**config.mk**
```make
export PLATFORM = sky130hd
export DESIGN_NAME = serial_ext_link
export DESIGN_NICKNAME = d
export VERILOG_FILES = /design/src/rtl/serial_ext_link.sv
export SDC_FILE = /design/constraint.sdc
export NUM_CORES = 1
export LEC_CHECK = 0
export CAP_MARGIN = 20
export CORE_UTILIZATION = 47
export DETAILED_ROUTE_END_ITERATION = 12
export PLACE_DENSITY = 0.85
export RECOVER_POWER = 50
export SLEW_MARGIN = 15
export SYNTH_ARGS = -nofsm -noshare
export SYNTH_HDL_FRONTEND = slang
export SYNTH_SLANG_ARGS = --single-unit
```
**constraint.sdc**
```tcl
create_clock -name clk -period 3.9 [get_ports clk]
set_input_delay 0.39 -clock clk [delete_from_list [all_inputs] [get_ports clk]]
set_output_delay 0.39 -clock clk [all_outputs]
set_load 0.03 [all_outputs]
```
**src/rtl/serial_ext_link.sv**
```systemverilog
// serial_ext_link: external-clock (responder) end of the link port.
// Decodes SB (FF01) and SC (FF02), shifts 8 bits MSB-first on the partner's
// SCK, and requests the serial interrupt when a byte completes.
//
// Ports:
//   clk, rst_n        system clock, async active-low reset
//   a, din, rd, wr    CPU bus (dout is combinational from a)
//   dout              read data
//   int_serial_req    serial interrupt request (registered)
//   int_serial_ack    interrupt acknowledge
//   sck_in, sin       partner clock / data (asynchronous)
//   sout              serial data to partner (registered)
module serial_ext_link #(
  parameter int unsigned SYNC_STAGES = 2,
  parameter int unsigned TIMEOUT     = 0
) (
  input  logic        clk,
  input  logic        rst_n,
  input  logic [15:0] a,
  output logic [7:0]  dout,
  input  logic [7:0]  din,
  input  logic        rd,
  input  logic        wr,
  output logic        int_serial_req,
  input  logic        int_serial_ack,
  input  logic        sck_in,
  input  logic        sin,
  output logic        sout
);

  localparam int unsigned TW      = (TIMEOUT > 1) ? $clog2(TIMEOUT) : 1;
  localparam logic [15:0] ADDR_SB = 16'hFF01;
  localparam logic [15:0] ADDR_SC = 16'hFF02;

  typedef enum logic {IDLE, ACTIVE} state_t;

  state_t               state, state_n;
  logic [7:0]           sb, sb_n;
  logic                 sc_start, sc_start_n;
  logic                 sc_int, sc_int_n;
  logic [2:0]           bit_cnt, bit_cnt_n;
  logic [TW-1:0]        timer, timer_n;
  logic                 req_n, sout_n, set_req;
  logic [SYNC_STAGES-1:0] sck_sync, sin_sync;
  logic                 sck_prev, sck_s, sin_s, rise, fall;
  logic                 sb_wr, sc_wr;
  logic                 unused_rd;

  // Reads have no side effects, so the strobe is not needed.
  assign unused_rd = rd;

  // Matched synchronizers keep sin aligned with sck.
  always_ff @(posedge clk or negedge rst_n) begin
    if (!rst_n) begin
      sck_sync <= '1;
      sin_sync <= '1;
      sck_prev <= 1'b1;
    end else begin
      sck_sync <= {sck_sync[SYNC_STAGES-2:0], sck_in};
      sin_sync <= {sin_sync[SYNC_STAGES-2:0], sin};
      sck_prev <= sck_s;
    end
  end

  assign sck_s = sck_sync[SYNC_STAGES-1];
  assign sin_s = sin_sync[SYNC_STAGES-1];
  assign rise  = sck_s & ~sck_prev;
  assign fall  = ~sck_s & sck_prev;
  assign sb_wr = wr && (a == ADDR_SB);
  assign sc_wr = wr && (a == ADDR_SC);

  // Read decode.
  always_comb begin
    dout = 8'hFF;
    if (a == ADDR_SB)      dout = sb;
    else if (a == ADDR_SC) dout = {sc_start, 6'b111111, sc_int};
  end

  // State register.
  always_ff @(posedge clk or negedge rst_n) begin
    if (!rst_n) begin
      state          <= IDLE;
      sb             <= 8'h00;
      sc_start       <= 1'b0;
      sc_int         <= 1'b0;
      bit_cnt        <= 3'd0;
      timer          <= '0;
      int_serial_req <= 1'b0;
      sout           <= 1'b1;
    end else begin
      state          <= state_n;
      sb             <= sb_n;
      sc_start       <= sc_start_n;
      sc_int         <= sc_int_n;
      bit_cnt        <= bit_cnt_n;
      timer          <= timer_n;
      int_serial_req <= req_n;
      sout           <= sout_n;
    end
  end

  // Next state; bus writes take priority and swallow a coincident SCK edge.
  always_comb begin
    state_n    = state;
    sb_n       = sb;
    sc_start_n = sc_start;
    sc_int_n   = sc_int;
    bit_cnt_n  = bit_cnt;
    timer_n    = timer;
    sout_n     = sout;
    set_req    = 1'b0;

    if (sc_wr) begin
      sc_start_n = din[7];
      sc_int_n   = din[0];
      bit_cnt_n  = 3'd0;
      timer_n    = '0;
      if (din[7] && !din[0]) begin
        state_n = ACTIVE;
        sout_n  = sb[7];
      end else begin
        state_n = IDLE;
      end
    end else if (sb_wr) begin
      if (state == IDLE) sb_n = din;
    end else if (state == ACTIVE) begin
      if (rise) begin
        sb_n      = {sb[6:0], sin_s};
        bit_cnt_n = bit_cnt + 3'd1;
        timer_n   = '0;
        if (bit_cnt == 3'd7) begin
          sc_start_n = 1'b0;
          set_req    = 1'b1;
          state_n    = IDLE;
        end
      end else if (fall) begin
        sout_n  = sb[7];
        timer_n = '0;
      end else if (TIMEOUT != 0) begin
        // Partner stalled: abandon the byte without interrupting.
        if (timer == TW'(TIMEOUT - 1)) begin
          sc_start_n = 1'b0;
          bit_cnt_n  = 3'd0;
          state_n    = IDLE;
        end else begin
          timer_n = timer + TW'(1);
        end
      end
    end

    // A new completion wins over a same-cycle acknowledge.
    req_n = (int_serial_req & ~int_serial_ack) | set_req;
  end

endmodule

```
Figure 1. Register map, names as in the netlist (run 1).
Drawn at 12 px/micron.
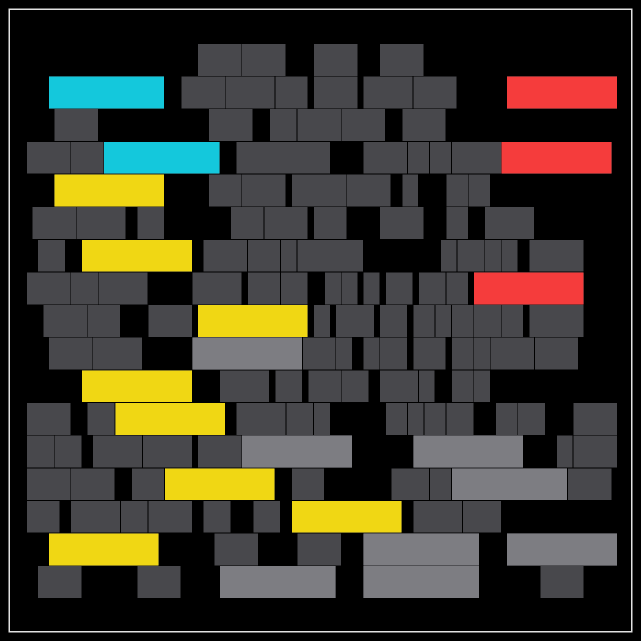
Key: sin_sync = cyan [placed flops 2]; sb = yellow [placed flops 8]; bit_cnt = red [placed flops 3]
Another 8 sequential cells are not colored.

Figure 2. Placement view (run 1).
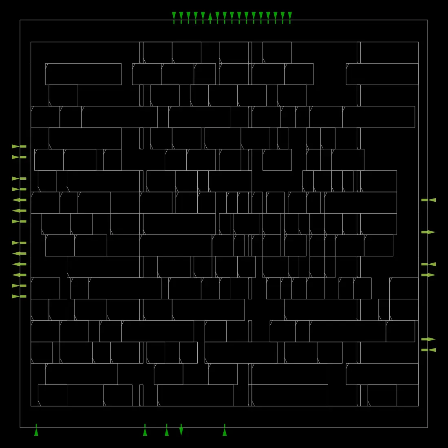
fraction of the core area covered by cells at the end of the flow: 0.708
Cell Count, Final, Fillers Out: 180

Figure 3. Routed metal, one color a layer (run 1).
Drawn at 8 px/micron. Two of the layers only.
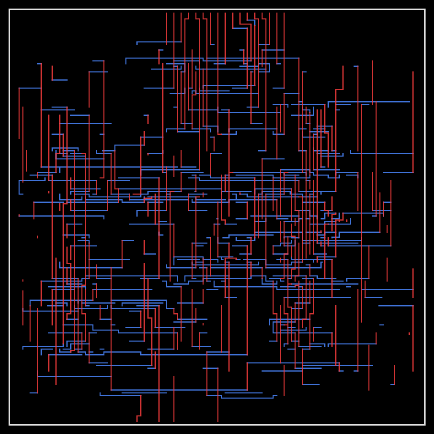
Key: M2 = red [wire length 1290 microns]; M1 = blue [wire length 1160 microns]

==> COMMIT_EDITMSG, run 1 <==
Update PnR metrics after Yosys + OpenROAD run

- Hold buffer count at CTS: 0
- Synthesis handed over a netlist of around 110 instances.
- Portion of the post-synthesis area used by sequential elements: 0.458
- Top logic cell family in the synthesized netlist: simple AND/OR/NAND/NOR gates
- Counting cells, the worst reg-to-reg path comes to 5.
* Number of flip-flops in the largest register: 8
- Number of global-route vias before repair: 979
- The cell-mix breakdown from Yosys lists the compound-gate area share as 0.206.
- Summed over all nets, the half-perimeter wirelength after detailed placement is 1990 microns.
- Final Wtd Congestion: between 0.8 and 0.9
- GRT Total Usage: 0.216
- Uppermost metal layer occupied by signal nets: met4
- Final Cycle Share: 0.814
- Number of nets produced by synthesis: ~150
- Setup repair after global routing left no endpoint under its margin.
* Clock Buffer Count: 3
* Met1 routed wirelength after detailed routing: 1160 microns
- Highest ir drop seen on vdd: roughly 0.28 mV
- For the worst reg-to-reg path, the startpoint reported by OpenROAD is sck_sync[1]$_DFF_PN1_.
- Number of H-tree levels: 1
- Capture point of the critical path: dout[4]
- After routing the design area is 1610 sq um.
- For this design the static power due to leakage is 0.589 nW.
- The cell-mix breakdown from Yosys lists the XOR/XNOR area share as 0.
- The die is 51.8 microns tall.
- Clk network pwr share: 0.188
* Iter 0 DRT Violations: 30
- Per STA, the worst path accumulates the most delay in the family simple AND/OR/NAND/NOR gates.
- Post-Syn Area per Cell: 10.4 sq um
* Class of the most critical hold timing path: reg2reg
- Number of logic gates: 84
- Ranked by instance count, the synthesized netlist is headed by dfrtp_1, nand2_1, o221a_1.
* Category of the worst setup path capture point: output port
* Antenna-violating nets left: 0
- Most repeated cell in the gate-level netlist after synthesis: dfrtp_1
* Portion of synthesized cell area occupied by the leading cell type: 0.323
- The routed layout reports a DRC error count of 0.
* Maximum number of pins on one net before global-route repair: 22
* Cell area power density: 370 nW/um^2
* Pins over their slew limit: 0
- Flip-flops: 21
* Clock transition at the registers of the reported paths: between 100 and 150 ps
- Switching part of the total: 0.304
* Unique cell types: 39
- According to the floorplan report, the total die area is around 2700 sq um.
- For this run, global-route usage on met1 was measured as 0.275.
- Max-Slew Margin vs Limit: 0.389
- Iteration tally of the first detailed-router pass: 4
- Synthesis inferred 21 register bits.
- Data arrival time at the worst-slack endpoint: 2790 ps
* Worst-skew pair later-pin latency: 310 ps
- Yosys mapped a number of flops with a built-in enable equal to 0.
* Pre-CTS worst setup slack: 719 ps
- The cell-mix breakdown from Yosys lists the simple-gate area share as 0.281.
- DP Area: around 1600 sq um
* Top cells by area: dfrtp_1, dfstp_2, o221a_1, nand2_1, or2_2
- Per STA, the highest per-stage delay on the worst path measures around 600 ps.
* Origin of the worst setup path: a[5]
- Post-synth design cell area: 1160 sq um
* Share of flip-flops with an asynchronous set or reset after synthesis: 1.00
- The share of total power dissipated in combinational logic is 0.290.
- Most numerous logic cell after layout: clkdlybuf4s50_1
* Largest registers ranked by flip-flop count: sb x8, bit_cnt x3
* Most frequent cell on the critical path: clkdlybuf4s50_1
* Actual transition at the worst max-transition pin: 913 ps
- Clk Tree Root Cell: clkbuf_4
- Number of stages on the worst hold path: 0
- Power comes to just under 0.6 mW.
- Slack of the worst reg-to-reg path: 1940 ps
* Internal Dissipation: between 0.4 and 0.5 mW
- Core box area: 2280 sq um
- YS warnings: 0
- Biggest area consumer among cell classes: logic gates
* Status: completed
- Timing would allow up to 0.315 GHz.
- Of all the cell area in the finished design, the clock network holds 0.0186.
* Fraction of layout cells with a size suffix above 1: 0.171
- Switching pwr: 0.181 mW
* # IOs: around 41
- Summed over all combinational cells, the power is 0.172 mW.
- The total overflow left after global routing is 0.
- After synthesis, the design contains 112 cells according to Yosys.
* Tap cell count: 28
## Run 2: what changed since run 1
--- a/config.mk
+++ b/config.mk
@@ -6,9 +6,9 @@
 export NUM_CORES = 1
 export LEC_CHECK = 0
 export CAP_MARGIN = 20
-export CORE_UTILIZATION = 47
+export CORE_UTILIZATION = 40
 export DETAILED_ROUTE_END_ITERATION = 12
-export PLACE_DENSITY = 0.85
+export PLACE_DENSITY = 0.77
 export RECOVER_POWER = 50
 export SLEW_MARGIN = 15
 export SYNTH_ARGS = -nofsm -noshare
==> constraint.sdc (replaced) <==
create_clock -name clk -period 2.5 [get_ports clk]
set_input_delay 0.25 -clock clk [delete_from_list [all_inputs] [get_ports clk]]
set_output_delay 0.25 -clock clk [all_outputs]
set_load 0.03 [all_outputs]
Figure 4. Cell classes on the final placement (run 2).
Drawn at 4 px/micron.
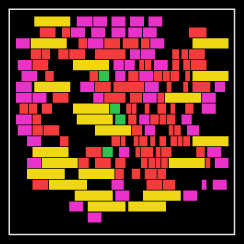
Key: clock drivers and dummy loads = green [cells 4, share of their area 1.8%]; remaining logic cells = red [cells 87, share of their area 38%]; remaining buffers and delay cells = magenta [cells 50, share of their area 29%]; sequential cells = yellow [cells 21, share of their area 32%]

==> run 2 against run 1 <==
Global-route usage decreased by 2.7 points; register-to-register slack got worse by 1300 ps; area after synthesis unchanged; critical path type unchanged; critical endpoint unchanged; largest cell class unchanged.
==> COMMIT_EDITMSG, run 2 <==
Update PnR metrics after Yosys + OpenROAD run

* Met1 routed wirelength after detailed routing: ~1200 microns
- After synthesis, the most frequently instantiated cells are dfrtp_1, nand2_1, o221a_1.
- Among all cell classes, the greatest summed area belongs to logic gates.
* Number of nets produced by synthesis: around 150
- The register with the most flip-flops in the layout has 8 of them.
- Summed over all nets, the switching power comes to 0.292 mW.
- The global route stage reports its total congestion overflow as 0.
- # Cells Yosys: 112
* Category of the worst setup path capture point: output port
* Share of flip-flops with an asynchronous set or reset after synthesis: 1.00
* Simple logic cell fraction of the synthesized area: 0.281
- Per the summary, power density relative to cell area is 555 nW/um^2.
- Most numerous logic cell after layout: clkdlybuf4s50_1
- Post-synth design cell area: roughly 1200 sq um
- In this run the static leakage power is 0.647 nW.
* Number of warnings in the stage logs: 27
* Most repeated cell in the gate-level netlist after synthesis: dfrtp_1
- Core box area: 2760 sq um
* Number of stages on the worst hold path: 0
- For the worst flop-to-flop path, the logic depth is 6.
- Synthesis inferred 21 register bits.
- The final layout contains a sequential cell count of 21.
* Maximum number of pins on one net before global-route repair: 22
- Max-Slew Margin vs Limit: 0.283
- Per STA, the startpoint of the critical path is a[5].
* Power after layout: 0.945 mW
- GRT Total Usage: 0.190
* Data arrival time at the worst-slack endpoint: 2200 ps
- Iteration tally of the first detailed-router pass: 5
* Total length of routed met2 wires: 1450 microns
- Pins over their slew limit: 0
* Top logic cell family in the synthesized netlist: simple AND/OR/NAND/NOR gates
- Clock transition at the registers of the reported paths: about 130 ps
* Number of post-CTS setup repair buffers: 0
* CP delay by family, top: simple AND/OR/NAND/NOR gates
- YS warnings: 0
- The final timing summary puts the cycle share of the worst path at 0.982.
- Capture point of the critical path: dout[4]
* Xor and xnor area share after synthesis: 0
* Class of the most critical hold timing path: reg2reg
- Post-DP HPWL: 2170 microns
* Max Clock Freq: 0.407 GHz
- Hold buffer count at CTS: 0
- Clock buffers in the final layout number 3.
* Cell Count, Final, Fillers Out: slightly below 200
* Portion of the post-synthesis area used by sequential elements: 0.458
* Final instance area: 1700 sq um
- DP Area: 1660 sq um
- In this run the critical register-to-register path is launched from sck_sync[1]$_DFF_PN1_.
- Per the detail_route report, DRC violations left total 0.
* Floorplan die area: 3130 sq um
- Fraction of the core area covered by cells at the end of the flow: 0.617
- Layout clock area frac: 0.0176
* Iter 0 DRT Violations: 25
* Portion of synthesized cell area occupied by the leading cell type: 0.323
* Clk network pwr share: 0.185
* Post-Syn Area per Cell: 10.4 sq um
- Complex Gates by Area: 0.206
* Count of mapped cells out of synthesis: 112
* Worst-skew pair later-pin latency: approximately 300 ps
- Clock tree synthesis selected as its root buffer the cell clkbuf_4.
- Met1 usage: 0.229
- Routed signal wires occupy layers up through met3.
- Of the cells placed in the final design, the portion with a size suffix greater than 1 is 0.259.
- Per report_power, the Combinational row totals 0.283 mW.
* Vertical die size: 55.9 microns
* Unique cell types: 39
* Number of global-route vias before repair: 1078
* Slack of the worst reg-to-reg path: approximately 600 ps
* Number of logic gates: 84
- Actual transition at the worst max-transition pin: approximately 1100 ps
- Switching part of the total: 0.309
* Status: completed
- Final Wtd Congestion: 0.807
- The largest registers in the layout are sb x8, bit_cnt x3.
- Internal power comes to 0.653 mW.
* Number of H-tree levels: 1
* Highest ir drop seen on vdd: 0.347 mV
Figure 5. M3 wires (run 2).
Drawn at 6 px/micron.
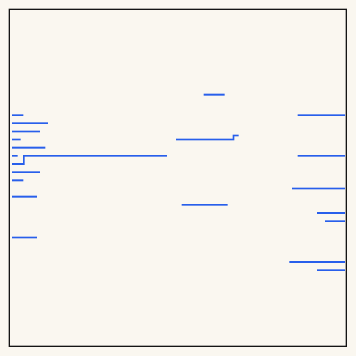
21 nets have wire on it. The wires run mostly horizontal. The layer holds 4.5% of the routed length. The longest straight run is 23.7 microns.

No activity file was given, so power comes from the tool's default toggle rates.
